congestion.png
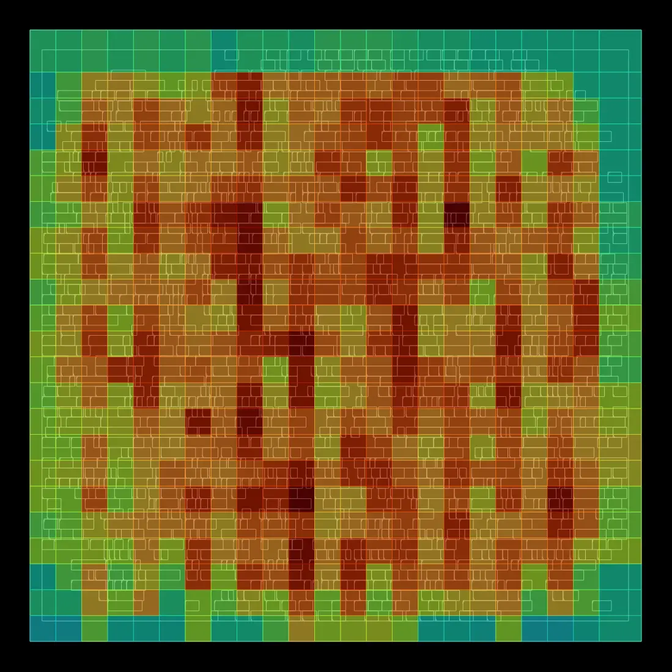
placement_by_type.png
Bar = 50 um.
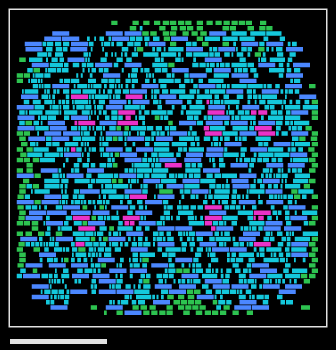
## src/rtl/cbd_poly_sampler_pkg.sv

```systemverilog
// Shared definitions for the centered-binomial polynomial sampler.
package cbd_poly_sampler_pkg;

  // Largest supported eta; each lane reads at most 2*ETA_MAX bits.
  localparam int ETA_MAX = 3;

  // Default polynomial geometry, used by words_per_poly.
  localparam int DEF_N_COEFFS   = 256;
  localparam int DEF_RAND_WIDTH = 128;

  // State enumeration, kept as plain constants for legacy tools.
  typedef logic [1:0] state_t;
  localparam state_t ST_IDLE = 2'd0;
  localparam state_t ST_RUN  = 2'd1;
  localparam state_t ST_DONE = 2'd2;

  // Random words needed for one polynomial at the default geometry.
  function automatic int words_per_poly(input int eta);
    return (DEF_N_COEFFS * 2 * eta) / DEF_RAND_WIDTH;
  endfunction

endpackage

```

## src/rtl/cbd_poly_sampler_lane.sv

```systemverilog
// One coefficient lane: popcount of the low half minus popcount of the high half.
module cbd_lane
  import cbd_poly_sampler_pkg::*;
#(
  parameter int COEF_WIDTH = 4
) (
  input  logic                         eta_sel,
  input  logic [2*ETA_MAX-1:0]         bits,
  output logic signed [COEF_WIDTH-1:0] coeff
);

  logic [1:0]        pos_cnt;
  logic [1:0]        neg_cnt;
  logic signed [3:0] diff;

  // eta 3 splits the six bits 3/3, eta 2 splits the low four bits 2/2.
  always_comb begin
    if (eta_sel) begin
      pos_cnt = {1'b0, bits[0]} + {1'b0, bits[1]} + {1'b0, bits[2]};
      neg_cnt = {1'b0, bits[3]} + {1'b0, bits[4]} + {1'b0, bits[5]};
    end else begin
      pos_cnt = {1'b0, bits[0]} + {1'b0, bits[1]};
      neg_cnt = {1'b0, bits[2]} + {1'b0, bits[3]};
    end
  end

  assign diff  = $signed({2'b00, pos_cnt}) - $signed({2'b00, neg_cnt});
  assign coeff = COEF_WIDTH'(diff);

endmodule

```

## src/rtl/cbd_poly_sampler.sv

```systemverilog
// Centered-binomial polynomial sampler: turns a stream of random words into
// LANES signed coefficients per beat, eta 2 or eta 3, one polynomial per start.
module cbd_poly_sampler
  import cbd_poly_sampler_pkg::*;
#(
  parameter int LANES      = 4,
  parameter int RAND_WIDTH = 128,
  parameter int N_COEFFS   = 256,
  parameter int COEF_WIDTH = 4
) (
  input  logic                        clk,
  input  logic                        reset_n,
  input  logic                        start,
  input  logic                        eta_sel,
  input  logic                        clear,
  input  logic                        in_valid,
  output logic                        in_ready,
  input  logic [RAND_WIDTH-1:0]       random_in,
  output logic                        out_valid,
  input  logic                        out_ready,
  output logic [LANES*COEF_WIDTH-1:0] out_coeffs,
  output logic                        out_last,
  output logic                        busy,
  output logic                        done
);

  localparam int BUF_W    = RAND_WIDTH + 2 * ETA_MAX * LANES;
  localparam int N_GROUPS = N_COEFFS / LANES;
  localparam int FILL_W   = $clog2(BUF_W + 1);
  localparam int CNT_W    = $clog2(N_GROUPS + 1);

  state_t                      state;
  logic                        eta_q;
  logic [BUF_W-1:0]            bit_buf;
  logic [FILL_W-1:0]           fill;
  logic [CNT_W-1:0]            group_cnt;

  logic                        accept_in;
  logic                        out_fire;
  logic                        gen;
  logic [FILL_W-1:0]           g_bits;
  logic [FILL_W-1:0]           avail;
  logic [FILL_W-1:0]           fill_next;
  logic [BUF_W-1:0]            merged;
  logic [BUF_W-1:0]            buf_next;
  logic [LANES*COEF_WIDTH-1:0] lane_coeffs;

  // A whole word must fit above the current fill before it is accepted.
  assign in_ready  = (state == ST_RUN) && (fill <= FILL_W'(BUF_W - RAND_WIDTH));
  assign accept_in = in_ready && in_valid;
  assign out_fire  = out_valid && out_ready;
  assign g_bits    = eta_q ? FILL_W'(2 * 3 * LANES) : FILL_W'(2 * 2 * LANES);
  assign busy      = (state != ST_IDLE);
  assign done      = (state == ST_DONE);

  // The incoming word is merged in front of the lanes so a group can be
  // produced in the same cycle the word arrives, then the group is shifted out.
  always_comb begin
    merged = bit_buf;
    avail  = fill;
    if (accept_in) begin
      merged = bit_buf | ({{(BUF_W - RAND_WIDTH){1'b0}}, random_in} << fill);
      avail  = fill + FILL_W'(RAND_WIDTH);
    end
    gen = (state == ST_RUN) && (group_cnt < CNT_W'(N_GROUPS)) &&
          (avail >= g_bits) && (!out_valid || out_ready);
    buf_next  = merged;
    fill_next = avail;
    if (gen) begin
      buf_next  = eta_q ? (merged >> (2 * 3 * LANES)) : (merged >> (2 * 2 * LANES));
      fill_next = avail - g_bits;
    end
  end

  for (genvar i = 0; i < LANES; i++) begin : g_lane
    logic [2*ETA_MAX-1:0] lane_bits;
    assign lane_bits = eta_q ? merged[6*i +: 6] : {2'b00, merged[4*i +: 4]};
    cbd_lane #(.COEF_WIDTH(COEF_WIDTH)) u_lane (
      .eta_sel (eta_q),
      .bits    (lane_bits),
      .coeff   (lane_coeffs[i*COEF_WIDTH +: COEF_WIDTH])
    );
  end

  // Control FSM, bit buffer, group counter and output register; clear wins over everything.
  always_ff @(posedge clk or negedge reset_n) begin
    if (!reset_n) begin
      state      <= ST_IDLE;
      eta_q      <= 1'b0;
      bit_buf    <= '0;
      fill       <= '0;
      group_cnt  <= '0;
      out_valid  <= 1'b0;
      out_coeffs <= '0;
      out_last   <= 1'b0;
    end else if (clear) begin
      state      <= ST_IDLE;
      bit_buf    <= '0;
      fill       <= '0;
      group_cnt  <= '0;
      out_valid  <= 1'b0;
      out_coeffs <= '0;
      out_last   <= 1'b0;
    end else begin
      case (state)
        ST_IDLE: begin
          if (start) begin
            state      <= ST_RUN;
            eta_q      <= eta_sel;
            bit_buf    <= '0;
            fill       <= '0;
            group_cnt  <= '0;
            out_valid  <= 1'b0;
            out_coeffs <= '0;
            out_last   <= 1'b0;
          end
        end
        ST_RUN: begin
          bit_buf <= buf_next;
          fill    <= fill_next;
          if (gen) begin
            out_valid  <= 1'b1;
            out_coeffs <= lane_coeffs;
            out_last   <= (group_cnt == CNT_W'(N_GROUPS - 1));
            group_cnt  <= group_cnt + CNT_W'(1);
          end else if (out_fire) begin
            out_valid <= 1'b0;
            out_last  <= 1'b0;
          end
          if (out_fire && out_last) begin
            state <= ST_DONE;
          end
        end
        ST_DONE: begin
          state     <= ST_IDLE;
          bit_buf   <= '0;
          fill      <= '0;
          group_cnt <= '0;
        end
        default: begin
          state <= ST_IDLE;
        end
      endcase
    end
  end

endmodule

```

## config.mk

```make
export PLATFORM = sky130hd
export DESIGN_NAME = cbd_poly_sampler
export DESIGN_NICKNAME = d
export VERILOG_FILES = /design/src/rtl/cbd_poly_sampler_pkg.sv /design/src/rtl/cbd_poly_sampler_lane.sv /design/src/rtl/cbd_poly_sampler.sv
export SDC_FILE = /design/constraint.sdc
export NUM_CORES = 1
export LEC_CHECK = 0
export CAP_MARGIN = 20
export CORE_MARGIN = 3
export CORE_UTILIZATION = 58
export CTS_CLUSTER_DIAMETER = 50
export DETAILED_ROUTE_END_ITERATION = 7
export GPL_ROUTABILITY_DRIVEN = 0
export PLACE_DENSITY_LB_ADDON = 0.15
export SLEW_MARGIN = 20
export SYNTH_ARGS = -nofsm -noshare
export SYNTH_HDL_FRONTEND = slang
export SYNTH_HIERARCHICAL = 1
export SYNTH_SLANG_ARGS = --single-unit
```

## constraint.sdc

```tcl
create_clock -name clk -period 5.2 [get_ports clk]
set_input_delay 0.52 -clock clk [delete_from_list [all_inputs] [get_ports clk]]
set_output_delay 0.52 -clock clk [all_outputs]
set_load 0.005 [all_outputs]
```

==> results_slide.txt <==
Run Summary

Run
  – Max-capacitance violation count: 0

Layout
  – Final instance area: 0.01639 mm2
  – Final standard cell count with taps included and fillers excluded: 1770
  – Clk_buf instances: 20
  – Number of flip-flops under the largest register name: 152
  – Register Area: 0.004641 mm2
  – Share of final layout cell area taken by clock buffers and inverters: 3.496%
  – Number of inserted diodes: 0
  – Count of buffers not belonging to the clock network in the layout: 177

Clock network
  – Root buffer cell: clkbuf_16
  – Post_cts resized: 0
  – Buffers inserted during post-CTS setup optimization: 0
  – TritonCTS Sinks: 185

Power and ir drop
  – Power per cell area: 259.3 mW/mm2
  – Power group with the largest share: registers
  – Sequential share of power: 37.3%
  – Internal power summed over all cells: 2.763 mW

Synth
  – Post-synthesis sequential area ratio: 32.36%
  – Aoi/oai-family share of the synthesized area: 26.87%
  – Synthesized area: 0.01430 mm2
  – Area fraction in and, or, nand and nor cells: 7.837%
  – Cells after Synth: 1386
  – Main area contributors: dfrtp_1, mux4_2, mux2i_1, nor2_1, a22oi_1
  – Library cell occupying the most area in the post-synthesis netlist: dfrtp_1

Timing
  – Max-slew violations: 0
  – Pin slew with the least headroom to its limit: 1.063 ns

Drt
  – Number of remaining DRC errors: 0
  – Routed via count divided by cell count: 7.418
  – First-pass DRT Iterations: 6
  – Count of antenna-violating nets left after detailed routing: 0
  – Via total after detailed routing: 13.13k
  – Top routing layer used: met5

Run status
  – Run status: finished, final reports clean

Place
  – Total placed cells including tap cells: 1738
  – Input/output buffers: 155

Global route
  – Global-route layer with the greatest usage: met2
  – Aggregate global routing overflow: 0

Critical path
  – CP Launch Type: register
  – Endpoint of the most critical register-to-register path: out_coeffs[5]$_DFFE_PN0P_
  – Worst flop-to-flop path startpoint: fill[5]$_DFFE_PN0P_
  – Chain of cells forming the critical path: nor3_2 -> nand3b_1 -> nor2_1 -> a21oi_1 -> mux2i_1 -> fa_1 -> mux2i_1 -> ha_1 -> inv_1 -> fa_1 -> a22o_1
  – Worst reg-to-reg setup slack: 1.01 ns

Hold path
  – Min-Delay Path Class: in -> async

Floorplan
  – Core box area: 0.02382 mm2
Back to the opening pictures, congestion.png:
global-route total usage across every layer: 36.35%
fin util: 68.80%
grt met3 use: 7.735%

Back to the opening pictures, placement_by_type.png:
- cyan: combinational and other logic (cells 1057; share of their area 57%)
- blue: sequential cells (cells 185; share of their area 29%)
- green: remaining buffers and delay cells (cells 177; share of their area 11%)
- magenta: clock drivers and dummy loads (cells 32; share of their area 3.6%)

Power figures rest on the tool's default switching activity, not on a simulated workload.
